Run 1, the metal 2 layer:
Cells faint in the background.
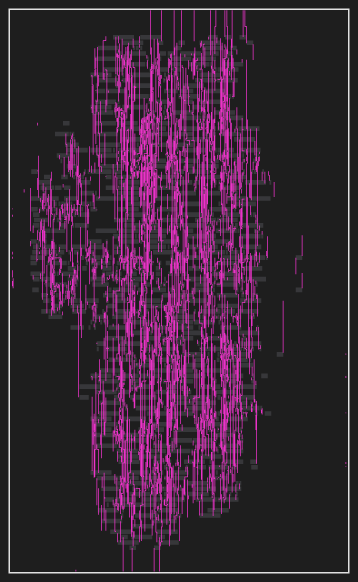
Run 1, cell density map:
17 x 28 tiles, from white (low) to dark blue (high), 0 to 100% covered.
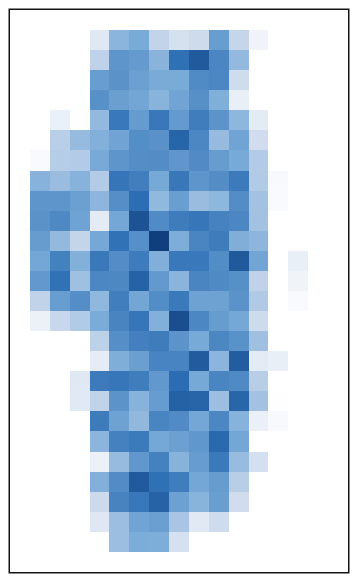
Run 1, cell outlines without signal wires:
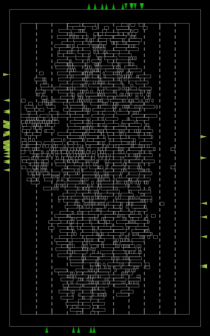
===== config.mk =====
export PLATFORM = sky130hd
export DESIGN_NAME = adc_sample_fifo
export DESIGN_NICKNAME = d
export VERILOG_FILES = /design/src/rtl/adc_capture_pkg.sv /design/src/rtl/sync_fifo.sv /design/src/rtl/adc_sample_fifo.sv
export SDC_FILE = /design/constraint.sdc
export NUM_CORES = 1
export LEC_CHECK = 0
export ABC_AREA = 1
export CAP_MARGIN = 20
export CORE_ASPECT_RATIO = 1.75
export CORE_MARGIN = 10
export CORE_UTILIZATION = 30
export CTS_BUF_LIST = sky130_fd_sc_hd__clkbuf_8
export DETAILED_ROUTE_END_ITERATION = 12
export SLEW_MARGIN = 20
export SYNTH_ARGS = -nofsm -noshare
export SYNTH_HDL_FRONTEND = slang
export SYNTH_SLANG_ARGS = --single-unit

===== constraint.sdc =====
create_clock -name clk_in -period 3.3 [get_ports clk_in]
set_clock_uncertainty 0.15 [all_clocks]
set_input_delay 0.495 -clock clk_in [delete_from_list [all_inputs] [get_ports clk_in]]
set_output_delay 0.495 -clock clk_in [all_outputs]
set_load 0.03 [all_outputs]

===== src/rtl/adc_capture_pkg.sv =====
// Shared types and defaults for the ADC capture path.
package adc_capture_pkg;

  typedef logic [15:0] adc_sample_t;

  typedef enum logic [1:0] {
    IDLE,
    DELAY,
    CAPTURE
  } cap_state_t;

  localparam int unsigned DEFAULT_CAPTURE_DELAY = 5;

endpackage


===== src/rtl/sync_fifo.sv =====
// Synchronous circular-buffer FIFO with registered read port, occupancy count and flags.
module sync_fifo #(
  parameter int unsigned DATA_W = 16,
  parameter int unsigned DEPTH  = 16
) (
  input  logic                       clk_in,
  input  logic                       reset,
  input  logic                       push,
  input  logic [DATA_W-1:0]          push_data,
  input  logic                       rd_en,
  output logic [DATA_W-1:0]          rd_data,
  output logic                       rd_valid,
  output logic                       empty,
  output logic                       full,
  output logic [$clog2(DEPTH+1)-1:0] count
);

  localparam int unsigned PTR_W = $clog2(DEPTH);
  localparam int unsigned CNT_W = $clog2(DEPTH+1);

  logic [DATA_W-1:0] mem [DEPTH];
  logic [PTR_W-1:0]  wr_ptr;
  logic [PTR_W-1:0]  rd_ptr;
  logic              pop_c;
  logic              wr_c;
  logic [CNT_W-1:0]  count_next_c;

  // A pop on an empty FIFO is ignored, so a same-cycle push never writes through.
  // A pop on a full FIFO frees the slot the push lands in.
  assign pop_c        = rd_en & ~empty;
  assign wr_c         = push & (~full | pop_c);
  assign count_next_c = count + CNT_W'(wr_c) - CNT_W'(pop_c);

  always_ff @(posedge clk_in) begin
    if (wr_c) mem[wr_ptr] <= push_data;
  end

  always_ff @(posedge clk_in) begin
    if (reset) begin
      wr_ptr   <= '0;
      rd_ptr   <= '0;
      count    <= '0;
      empty    <= 1'b1;
      full     <= 1'b0;
      rd_data  <= '0;
      rd_valid <= 1'b0;
    end else begin
      if (wr_c) wr_ptr <= wr_ptr + PTR_W'(1);
      if (pop_c) begin
        rd_ptr  <= rd_ptr + PTR_W'(1);
        rd_data <= mem[rd_ptr];
      end
      rd_valid <= pop_c;
      count    <= count_next_c;
      empty    <= (count_next_c == CNT_W'(0));
      full     <= (count_next_c == CNT_W'(DEPTH));
    end
  end

endmodule


===== src/rtl/adc_sample_fifo.sv =====
// ADC capture stage: cnv falling-edge detect, settle delay, capture into a sample FIFO.
// Define ADC_SAMPLE_AVG_EN to push the mean of every 2**AVG_LOG2 captures instead.
module adc_sample_fifo
  import adc_capture_pkg::*;
#(
  parameter int unsigned DATA_W        = 16,
  parameter int unsigned DEPTH         = 16,
  parameter int unsigned CAPTURE_DELAY = DEFAULT_CAPTURE_DELAY
`ifdef ADC_SAMPLE_AVG_EN
  ,
  parameter int unsigned AVG_LOG2      = 2
`endif
) (
  input  logic                       clk_in,
  input  logic                       reset,
  input  logic                       enable,
  input  logic                       cnv,
  input  logic [DATA_W-1:0]          data,
  input  logic                       rd_en,
  input  logic                       clear_overflow,
  output logic [DATA_W-1:0]          rd_data,
  output logic                       rd_valid,
  output logic                       empty,
  output logic                       full,
  output logic [$clog2(DEPTH+1)-1:0] count,
  output logic                       capture_pulse,
  output logic                       overflow
);

  localparam int unsigned DLY_W = $clog2(CAPTURE_DELAY + 1);

  cap_state_t        state;
  cap_state_t        state_next;
  logic [DLY_W-1:0]  dly_cnt;
  logic [DLY_W-1:0]  dly_next;
  logic              cnv_d;
  logic              cnv_fall_c;
  logic              capture_c;
  logic              push_c;
  logic [DATA_W-1:0] push_data_c;

  assign cnv_fall_c = cnv_d & ~cnv;

  // State register; capture_pulse is registered so it is high exactly while in CAPTURE.
  always_ff @(posedge clk_in) begin
    if (reset) begin
      state         <= IDLE;
      dly_cnt       <= '0;
      cnv_d         <= 1'b0;
      capture_pulse <= 1'b0;
    end else begin
      state         <= state_next;
      dly_cnt       <= dly_next;
      cnv_d         <= cnv;
      capture_pulse <= (state_next == CAPTURE);
    end
  end

  // Edges seen outside IDLE are ignored; dropping enable aborts a pending capture.
  always_comb begin
    state_next = state;
    dly_next   = dly_cnt;
    capture_c  = 1'b0;
    unique case (state)
      IDLE: begin
        if (enable && cnv_fall_c) begin
          if (CAPTURE_DELAY == 1) begin
            state_next = CAPTURE;
          end else begin
            state_next = DELAY;
            dly_next   = DLY_W'(CAPTURE_DELAY - 1);
          end
        end
      end
      DELAY: begin
        if (!enable) begin
          state_next = IDLE;
        end else begin
          dly_next = dly_cnt - DLY_W'(1);
          if (dly_cnt == DLY_W'(1)) state_next = CAPTURE;
        end
      end
      CAPTURE: begin
        state_next = IDLE;
        capture_c  = enable;
      end
      default: state_next = IDLE;
    endcase
  end

`ifdef ADC_SAMPLE_AVG_EN
  localparam int unsigned ACC_W = DATA_W + AVG_LOG2;

  logic [ACC_W-1:0]    acc;
  logic [ACC_W-1:0]    acc_sum_c;
  logic [AVG_LOG2-1:0] avg_cnt;

  assign acc_sum_c = acc + ACC_W'(data);

  // Accumulate a window of captures; the last one pushes the mean and restarts.
  always_ff @(posedge clk_in) begin
    if (reset || !enable) begin
      acc     <= '0;
      avg_cnt <= '0;
    end else if (capture_c) begin
      avg_cnt <= avg_cnt + AVG_LOG2'(1);
      acc     <= (avg_cnt == '1) ? '0 : acc_sum_c;
    end
  end

  assign push_c      = capture_c && (avg_cnt == '1);
  assign push_data_c = DATA_W'(acc_sum_c >> AVG_LOG2);
`else
  assign push_c      = capture_c;
  assign push_data_c = data;
`endif

  // Sticky drop flag; a drop in the same cycle as a clear keeps it set.
  always_ff @(posedge clk_in) begin
    if (reset) begin
      overflow <= 1'b0;
    end else if (push_c && full && !rd_en) begin
      overflow <= 1'b1;
    end else if (clear_overflow) begin
      overflow <= 1'b0;
    end
  end

  sync_fifo #(
    .DATA_W (DATA_W),
    .DEPTH  (DEPTH)
  ) u_fifo (
    .clk_in    (clk_in),
    .reset     (reset),
    .push      (push_c),
    .push_data (push_data_c),
    .rd_en     (rd_en),
    .rd_data   (rd_data),
    .rd_valid  (rd_valid),
    .empty     (empty),
    .full      (full),
    .count     (count)
  );

endmodule


==> results.sh, run 1 <==
# flow metrics
export IMPL_status="finished, final reports clean"
export IMPL_dpl_instance_area_sq_um=13100
export IMPL_ys_ff=296
export IMPL_fp_coreArea_sq_um=39400
export IMPL_setup_worst_path_end="u_fifo.empty"
export IMPL_postCtsHoldBufs=0
export IMPL_grt_use_total=0.125
export IMPL_clock_latency_ns=0.57
export IMPL_hold_viol_final=0
export IMPL_worst_path_stages=15
export IMPL_hold_path_class="primary input to flop"
export IMPL_post_route_period_util=0.774
export IMPL_place_ws_ns=0.191
export IMPL_initial_core_util=0.304
export IMPL_cts_sinks=296
export IMPL_largest_register_ffs=256
export IMPL_ys_warn_count=0
export IMPL_overflow=0
export IMPL_required_ns=3.58
export IMPL_largest_register="u_fifo.mem"
export IMPL_root_buffer="clkbuf_8"
export IMPL_drc=0
export IMPL_cts_max_level=2
Back to the opening pictures, 'the metal 2 layer':
The layer carries 16100 microns of wire. 882 nets have wire on it. The layer holds 53% of the routed length. The wires run mostly vertical.
final WL: 30200 microns
routing usage on met2: 0.229

Back to the opening pictures, 'cell density map':
45% of the tiles are nearly empty. The mean over all tiles is 28%. The fullest tile reaches 94%.

Back to the opening pictures, 'cell outlines without signal wires':
Tapcells: 490
row count: 96
FILL cells: 3901

run 1: final cells by class:
cell class,instances,area (sq um),share of cell area
clock inverters,28,258,0.0183
inverters,49,185,0.0132
clock buffers,47,647,0.0460
diodes,1,2.50,0.000178
multi-input cells,688,3080,0.219
flip-flops and latches,296,8490,0.605
well taps,490,613,0.0436
repair buffers,78,766,0.0545
run 1: metrics by stage:
step           instances  hold slack [ns]
5_1_grt             1677            0.326
3_3_place_gp        1601            0.309
4_1_cts             1676            0.300
2_1_floorplan       1092            0.304
3_5_place_dp        1601            0.308
6_report            1677            0.331
run 1: where the power goes:
group	internal (mW)	switching [mW]	total, mW
Clock	1.71	1.38	3.09
Combinational	0.624	1.31	1.93
Sequential	4.16	0.0773	4.23
Total	6.49	2.76	9.25
Run 1, sequential cells grouped by signal name:
Other sequential cells in the stronger grey, the rest of the logic in the fainter grey.
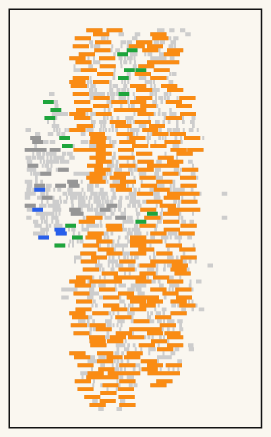

==> run 2: changes to the inputs <==
==> constraint.sdc (replaced) <==
create_clock -name clk_in -period 2.1 [get_ports clk_in]
set_clock_uncertainty 0.15 [all_clocks]
set_input_delay 0.315 -clock clk_in [delete_from_list [all_inputs] [get_ports clk_in]]
set_output_delay 0.315 -clock clk_in [all_outputs]
set_load 0.03 [all_outputs]
Run 2, sequential cells grouped by signal name:
Other sequential cells in the stronger grey, the rest of the logic in the fainter grey.
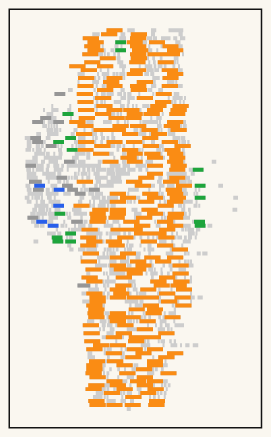
`u_fifo.mem`: marked orange, flops 256. `u_fifo.rd_data`: marked green, flops 16. `u_fifo.count`: marked blue, flops 5, where left middle.

Run 2, cell density map:
17 x 28 tiles, from white (low) to dark blue (high), 0 to 100% covered.
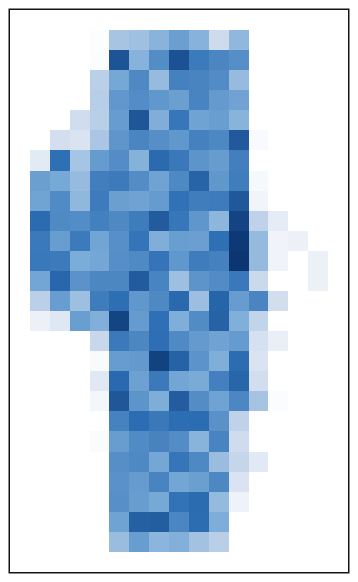
The mean over all tiles is 29%. 47% of the tiles are nearly empty. The emptiest ninth of the die: bottom right. 6.7% of the tiles are over 75% full. The densest ninth of the die: middle.

==> results.sh, run 2 <==
# flow metrics
export IMPL_sh_seq_area=0.585
export IMPL_ys_warn_count=0
export IMPL_die_w_microns=171
export IMPL_final_common_cell="nand2_1"
export IMPL_rows=96
export IMPL_mi_logic_area_sq_um=3160
export IMPL_overflow=0
export IMPL_dpl_instance_area_sq_um=13600
export IMPL_drc=0
export IMPL_postCtsHoldBufs=0
export IMPL_ys_ff=296
export IMPL_cts_resized=21
export IMPL_holdWs_ns=0.145
export IMPL_cts_sinks=296
export IMPL_numPlacedInstances=1643
export IMPL_comb_share=0.217
export IMPL_cts_max_level=2
export IMPL_clk_share=0.0601
export IMPL_grt_use_total=0.127
export IMPL_largest_register_ffs=256
export IMPL_taps=490
export IMPL_status="complete, but fails checks"
export IMPL_setup_worst_path_end="u_fifo.empty"
export IMPL_initial_core_util=0.304
export IMPL_inverters_excl_clock=49
export IMPL_place_ws_ns=-0.514
export IMPL_clock_latency_ns=0.58
export IMPL_required_ns=2.39
export IMPL_regArea_sq_um=8500
export IMPL_setup_viol=1
export IMPL_layout_setup_ws_ns=-0.00664
export IMPL_hold_viol_final=0
export IMPL_post_route_period_util=1.00
export IMPL_root_buffer="clkbuf_8"
export IMPL_n_antenna_cell=1
export IMPL_clockBufferCount=44
export IMPL_nonClkBufAreaFrac=0.0818
export IMPL_nNonClkBuffers=120
export IMPL_violations="setup timing"
Run 2, cell outlines without signal wires:
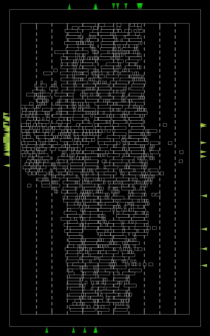
Core Area: 39400 sq um
flop count: 296
non-filler cells, final: 1721
final core utilization: 0.368
FILL cells: 3792

## run 2: cell counts after synthesis
No cell type changed its count.
## run 2: power by group
part	switching (mW)	leakage (nW)	internal (mW)
Sequential	0.120	2.63	6.54
Combinational	2.17	2.46	1.16
Clock	2.23	0.470	2.48
## run 2: critical path: stages, from the launching register on
cell and delay, ns:
dfxtp_4 0.35, nor2_4 0.15, ha_4 0.22, inv_2 0.06, ha_4 0.13, inv_2 0.04
fa_2 0.39, o21ai_2 0.17, or2_4 0.15, nand2_4 0.05, nor2_4 0.08, a21oi_2 0.04
## run 2: per-layer routing
metal  global-route usage  vias to the layer above  part of all wire
met1                0.137                     3965              0.38
met5                    0                        -                 0
met4               0.0617                        0             0.040
met3               0.0203                       78             0.047
met2                0.232                      240              0.54
li1                     -                     3934                 -
Run 2, met1 routing:
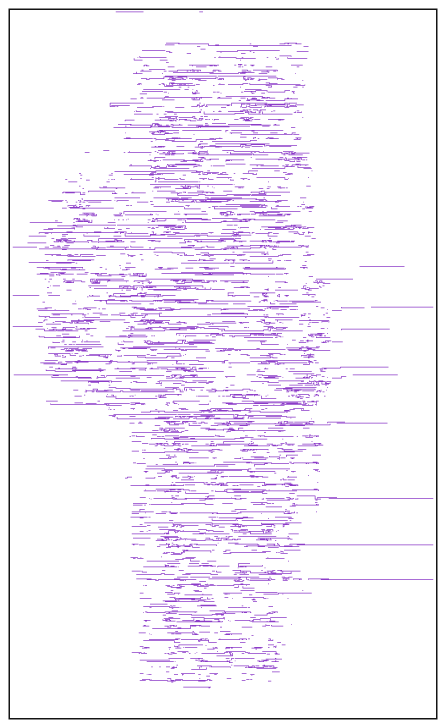

==> run 3: changes to the inputs <==
--- a/config.mk
+++ b/config.mk
@@ -9,7 +9,7 @@
 export CAP_MARGIN = 20
 export CORE_ASPECT_RATIO = 1.75
 export CORE_MARGIN = 10
-export CORE_UTILIZATION = 30
+export CORE_UTILIZATION = 29
 export CTS_BUF_LIST = sky130_fd_sc_hd__clkbuf_8
 export DETAILED_ROUTE_END_ITERATION = 12
 export SLEW_MARGIN = 20
Run 3, met1 routing:
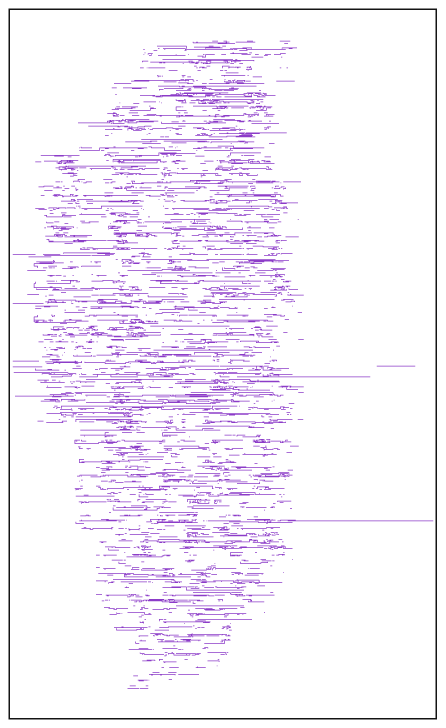
The longest straight run is 59.3 microns. The wires run mostly horizontal.
Via Count: 8193
met1 global-route usage: 0.119
final WL: 33000 microns

Run 3, sequential cells grouped by signal name:
Other sequential cells in the stronger grey, the rest of the logic in the fainter grey.
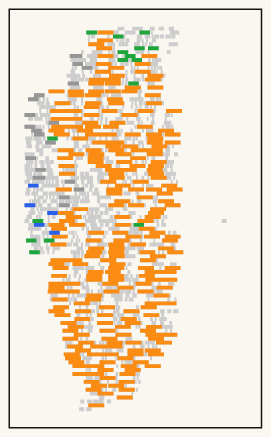
`u_fifo.rd_data`: marked green, flops 16. `u_fifo.count`: marked blue, flops 5, where left middle. `u_fifo.mem`: marked orange, flops 256.
Another 19 sequential cells are not coloured.

Run 3, cell density map:
17 x 29 tiles, from white (low) to dark blue (high), 0 to 100% covered.
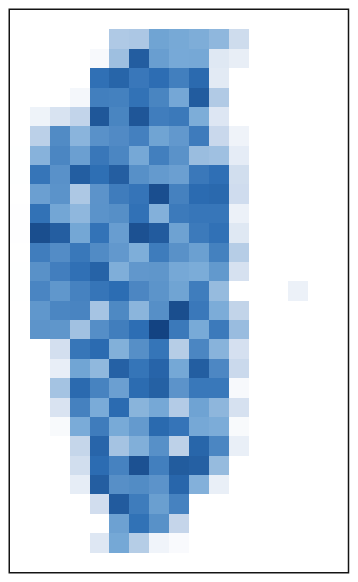
The mean over all tiles is 28%. The densest ninth of the die: middle. 49% of the tiles are nearly empty. 7.7% of the tiles are over 75% full. The fullest tile reaches 92%. The emptiest ninth of the die: bottom right.
Starting Density: 0.294
final core utilization: 0.356

==> results.sh, run 3 <==
# flow metrics
export IMPL_status="finished, final reports clean"
export IMPL_largest_register_ffs=256
export IMPL_ys_warn_count=0
export IMPL_nNonClkBuffers=131
export IMPL_grt_use_met3=0.0166
export IMPL_postCtsHoldBufs=0
export IMPL_root_buffer="clkbuf_8"
export IMPL_clock_latency_ns=0.55
export IMPL_setup_viol=0
export IMPL_flops=296
export IMPL_grt_use_met2=0.256
export IMPL_crit_chain="nor2_4 > ha_4 > inv_4 > ha_4 > inv_2 > fa_2 > nand2_1 > nor2_1 > nand2_1 > a21oi_1"
export IMPL_comb_share=0.215
export IMPL_rows=98
export IMPL_crit_family="adder cells"
export IMPL_critPathSlowestCell="fa_2"
export IMPL_overflow=0
export IMPL_sh_seq_area=0.584
export IMPL_fillerInstances=3998
export IMPL_holdWs_ns=0.155
export IMPL_mi_logic_area_sq_um=3130
export IMPL_clockBufferCount=41
export IMPL_nonClkBufAreaFrac=0.0905
export IMPL_worst_path_buf_inv=2
export IMPL_final_common_cell="nand2_1"
export IMPL_clk_share=0.0500
export IMPL_hold_viol_final=0
export IMPL_grt_use_total=0.129
export IMPL_cts_resized=10
export IMPL_route_met3_wl_microns=1260
export IMPL_numPlacedInstances=1711
run 3: cell counts after synthesis:
Identical to the previous run, type by type.
run 3: power breakdown:
group,switching [mW],internal (mW),total (mW)
clock,2.04,2.05,4.09
combinational,2.20,1.26,3.47
sequential,0.123,6.54,6.66
total,4.36,9.85,14.2
run 3: worst min-delay path by stage:
stage,endpoint,slack [ns],cells after the start
after floorplan,u_fifo.mem[0][0],0.26,0
after global placement,overflow,0.31,2
after detailed placement,overflow,0.31,2
after CTS,cnv_d,0.13,3
after global routing,cnv_d,0.18,3
final,cnv_d,0.15,3
run 3: worst reg2reg max path: cells and delay by family, from the launching register on:
kind                       cells  cell delay, ns
and+or+nand+nor                4            0.39
adders and majority gates      3            0.88
buffers and inverters          2            0.08
DFF                            1            0.35
AOI/OAI and AO/OA              1            0.15
Power is estimated from default activity; no workload was simulated.
